## config.mk

```make
export PLATFORM = sky130hd
export DESIGN_NAME = serial_subtractor5
export DESIGN_NICKNAME = d
export VERILOG_FILES = /design/src/rtl/serial_subtractor5.sv
export SDC_FILE = /design/constraint.sdc
export NUM_CORES = 1
export LEC_CHECK = 0
export ABC_AREA = 0
export CAP_MARGIN = 20
export CORE_UTILIZATION = 54
export DETAILED_ROUTE_END_ITERATION = 10
export HOLD_SLACK_MARGIN = 0.03
export PLACE_DENSITY = 0.82
export RECOVER_POWER = 100
export SLEW_MARGIN = 10
export SYNTH_ARGS = -nofsm -noshare
export SYNTH_HDL_FRONTEND = slang
export SYNTH_SLANG_ARGS = --single-unit
```

## constraint.sdc

```tcl
create_clock -name Clk -period 1.9 [get_ports Clk]
set_input_delay 0.19 -clock Clk [delete_from_list [all_inputs] [get_ports Clk]]
set_output_delay 0.19 -clock Clk [all_outputs]
set_load 0.02 [all_outputs]
```

## src/rtl/serial_subtractor5.sv

```systemverilog
// Bit-serial subtractor: Diff = A - B - Bin, one bit per clock from the LSB, Start/Busy/Done handshake.
// Optional signed-overflow output Ovf is built only when SUB_OVERFLOW_EN is defined.
module serial_subtractor5 #(
  parameter int unsigned WIDTH = 5
) (
  input  logic             Clk,
  input  logic             Reset,
  input  logic             Start,
  input  logic [WIDTH-1:0] A,
  input  logic [WIDTH-1:0] B,
  input  logic             Bin,
  output logic             Busy,
  output logic             Done,
  output logic [WIDTH-1:0] Diff,
  output logic             Bout
`ifdef SUB_OVERFLOW_EN
  ,
  output logic             Ovf
`endif
);

  localparam int unsigned CW = (WIDTH > 1) ? $clog2(WIDTH) : 1;
  localparam logic [CW-1:0] LAST = CW'(WIDTH - 1);

  typedef enum logic [1:0] {IDLE, RUN, DONE} state_t;

  state_t           state;
  logic [WIDTH-1:0] ra;
  logic [WIDTH-1:0] rb;
  logic [WIDTH-2:0] res;
  logic             br;
  logic [CW-1:0]    cnt;
  logic             d;
  logic             br_next;
  logic [WIDTH-1:0] shifted;
`ifdef SUB_OVERFLOW_EN
  logic             amsb;
  logic             bmsb;
`endif

  // On the last bit, shifted already holds the complete result, so Diff loads it on the same edge.
  always_comb begin
    d       = ra[0] ^ rb[0] ^ br;
    br_next = (~ra[0] & rb[0]) | (~(ra[0] ^ rb[0]) & br);
    shifted = {d, res};
  end

  always_ff @(posedge Clk) begin
    if (Reset) begin
      state <= IDLE;
      ra    <= '0;
      rb    <= '0;
      res   <= '0;
      br    <= 1'b0;
      cnt   <= '0;
      Busy  <= 1'b0;
      Done  <= 1'b0;
      Diff  <= '0;
      Bout  <= 1'b0;
`ifdef SUB_OVERFLOW_EN
      amsb  <= 1'b0;
      bmsb  <= 1'b0;
      Ovf   <= 1'b0;
`endif
    end else begin
      case (state)
        IDLE: begin
          if (Start) begin
            ra    <= A;
            rb    <= B;
            br    <= Bin;
            cnt   <= '0;
            res   <= '0;
            Busy  <= 1'b1;
            state <= RUN;
`ifdef SUB_OVERFLOW_EN
            amsb  <= A[WIDTH-1];
            bmsb  <= B[WIDTH-1];
`endif
          end
        end
        RUN: begin
          ra  <= ra >> 1;
          rb  <= rb >> 1;
          br  <= br_next;
          res <= shifted[WIDTH-1:1];
          cnt <= cnt + 1'b1;
          if (cnt == LAST) begin
            state <= DONE;
            Diff  <= shifted;
            Bout  <= br_next;
            Done  <= 1'b1;
`ifdef SUB_OVERFLOW_EN
            Ovf   <= (amsb != bmsb) && (d != amsb);
`endif
          end
        end
        DONE: begin
          Done  <= 1'b0;
          Busy  <= 1'b0;
          state <= IDLE;
        end
        default: state <= IDLE;
      endcase
    end
  end

endmodule

```

Figure 1. Cells by drive strength.
Scale: 8 px per um.
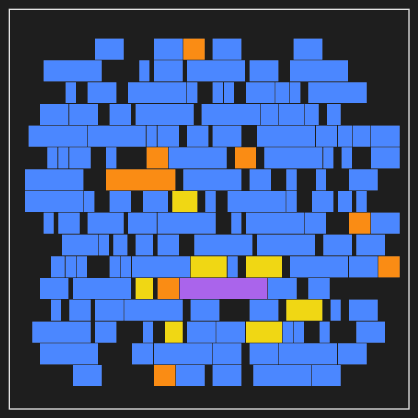
Key: drive 2 = yellow [cells 7, most used a211oi_2]; drive 1 or less = blue [cells 125, most used dfxtp_1]; drive 3 to 4 = orange [cells 8, most used buf_4]; drive 6 and up = purple [cells 1, most used bufinv_16]

Figure 2. Cell classes on the final placement.
Scale: 8 px per um.
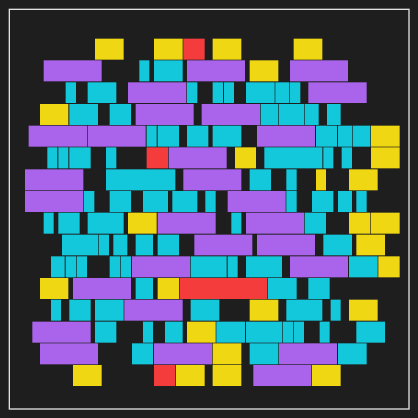
Key: all other logic = cyan [cells 83]; clock drivers and dummy loads = red [cells 4]; flip-flops = purple [cells 28]; other buffers and delay cells = yellow [cells 26]

==> flow.log <==
[report] implementation figures
[metrics] worst setup path end: br
[metrics] summed standard-cell area reported by yosys: 1230 sq um
[metrics] Leak: 0.615 nW
[metrics] mux share: 10.6%
[metrics] total routing resource utilization after global routing: a little over a fifth
[metrics] FP Util: between 50% and 60%
[metrics] ratio of total power to cell area: 800 nW/um^2
[metrics] seq pwr: 638 uW
[metrics] die boundary height: about 50 um
[metrics] Well-Tap Cells: 27
[metrics] dominant register cell: sky130_fd_sc_hd__dfxtp_1
[metrics] post-synthesis cell type count: 30
[metrics] largest cells by area after synthesis: sky130_fd_sc_hd__dfxtp_1 (45%), sky130_fd_sc_hd__mux2i_1 (11%), sky130_fd_sc_hd__a211oi_2 (8.1%)
[metrics] main combinational cell family by area after synthesis: AND-OR/OR-AND gates
[metrics] number of nets produced by synthesis: 136
[metrics] count leader, synth: sky130_fd_sc_hd__dfxtp_1
[metrics] Bufs on Longest Clock Path: 2
[metrics] Comb gate area: around 560 sq um
[metrics] tightest hold margin: 0.471 ns
[metrics] Top cells excl fill/tap: sky130_fd_sc_hd__dfxtp_1 (28), sky130_fd_sc_hd__nor2_1 (20), sky130_fd_sc_hd__mux2i_1 (13), sky130_fd_sc_hd__clkdlybuf4s50_1 (13), sky130_fd_sc_hd__dlygate4sd3_1 (8)
[metrics] area leader, netlist: sky130_fd_sc_hd__dfxtp_1
[metrics] Clock Sinks: 28
[metrics] initial antenna violation count: 0
[metrics] Layout clock area frac: 3.57%
[metrics] routability-driven placement congestion ratio: between 0.7 and 0.8
[metrics] Setup crit end kind: flop
[metrics] Worst Max-Slew Pin Slew: 0.584 ns
[metrics] post-layout net count: 159
[metrics] Post-Synthesis Cells: 119
[metrics] top power consumer group: sequential cells
[metrics] PnR worst setup slack: 0.296 ns
[metrics] Util after Layout: 71.4%
[metrics] Crit path buffers/inverters: 1
[metrics] Post-DP Area: 1440 sq um
[metrics] post-CTS clock slew at the launch and capture registers of the worst setup and hold paths: 0.15 ns
[metrics] met1 wire length: 1010 um
[metrics] hold wc startpoint: B[4]
[metrics] starting DRC count in detailed routing: 27
[metrics] clock group share of total power: 33.0%
[metrics] routed length per placed instance: 13.4 um
[metrics] post-layout instance count excluding filler cells: 168
[metrics] number of logic gates: 77
[metrics] fraction of area in multi-input gates: between 30% and 40%
[metrics] number of synthesized register bits: 28
[metrics] total inserted antenna cells: 0
[metrics] global-route met1 utilization: about a quarter
[metrics] YS warnings: 0
[metrics] number of logic inverters in the finished layout: 6
[metrics] part of the Yosys area used for sequential elements: 45.5%
[metrics] detailed-route via count: around 920
[metrics] Max Fclk: 624 MHz
[metrics] pin count of the biggest net entering global routing: 17
[metrics] Fin. Hold Viols: 0
[metrics] commonest cells in the synthesized netlist: sky130_fd_sc_hd__dfxtp_1 (28), sky130_fd_sc_hd__nor2_1 (20), sky130_fd_sc_hd__mux2i_1 (13)
[metrics] count of clock-net buffers in the final layout: 3
[metrics] crit start category: flop
[metrics] area share, top type: 45.5%
[metrics] worst supply voltage drop on vdd: 0.597 mV
[metrics] Flop area: about 560 sq um
[metrics] wirelength, routed: 2260 um
[metrics] switching power share of the total: 23.1%
[metrics] number of warnings the tools reported: 27
[metrics] num ports: 22
[metrics] Cell Area, Synth: 1230 sq um
[metrics] worst hold path depth: 3
[metrics] outcome: completed
[metrics] flip-flops with a built-in enable: 0
[metrics] Setup crit start: state[0]
[metrics] Area growth syn-to-layout: 19.4%
[metrics] final routed DRC violation total: 0
[metrics] combinational fraction of design power: between 10% and 20%
[metrics] overall power: between 1 and 1.5 mW
[metrics] post-cts gate resize count: 0
[metrics] floorplan die area: 2480 sq um
[metrics] setup clock skew after layout: 0.0101 ns
[metrics] fraction of power consumed by sequential logic: 54.2%
[metrics] root buffer selected by CTS: sky130_fd_sc_hd__clkbuf_4
[metrics] Crit path largest cell delay: 0.72 ns
[metrics] number of clock buffers inserted by TritonCTS: 3
[metrics] fillers: 161
[metrics] Port-buffer cells: 21
[metrics] placeable core area: a little over 2000 sq um
[metrics] peak-usage layer in the global routing report: met2
[metrics] global route overflow: 0
[metrics] Basic Gates by Area: between 10% and 20%
[metrics] number of core rows: 16
[metrics] start of the worst register-to-register path: state[0]
[metrics] internal power: ~910 uW
[metrics] routed wire length on met3: 58 um
[metrics] critical path peak fanout: 13
[metrics] instance count after placement with tap cells included: 164
[metrics] H-tree lvl count: 1
[metrics] comb pwr: 152 uW
[metrics] number of pins with negative max-slew slack in the final report: 0
[metrics] count of endpoints failing setup in the final report: 0
[metrics] Mean Syn Cell Area: just over 10 sq um
[metrics] ys cells: 119
[metrics] met2 usage: a little under two fifths
[metrics] share of flip-flops with an asynchronous set or reset: 0%
[metrics] Die Span X: 49.8 um
[metrics] type of the worst setup path: reg2reg
[metrics] clock latency on the worst-skew pair: 0.34 ns
[metrics] power spent charging and discharging nets: 272 uW
[metrics] total of plain and repair buffers excluding clock buffers: 26
[metrics] most area-hungry cell class in the final design: flip-flops and latches
Figure 3. Met1 routing.
Scale: 10 px per um.
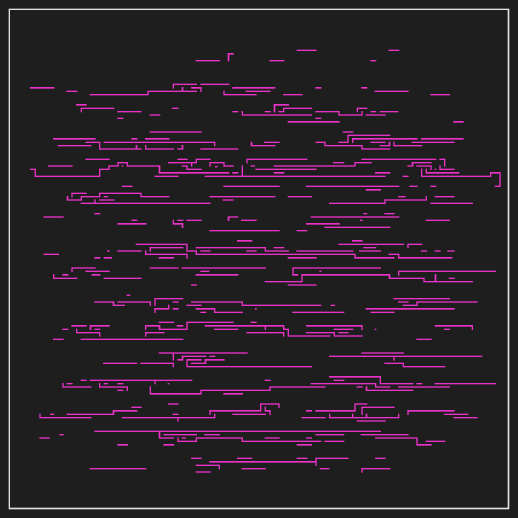
The layer carries 1010 um of wire. The layer holds 45% of the routed length.

Power figures rest on the tool's default switching activity, not on a simulated workload.
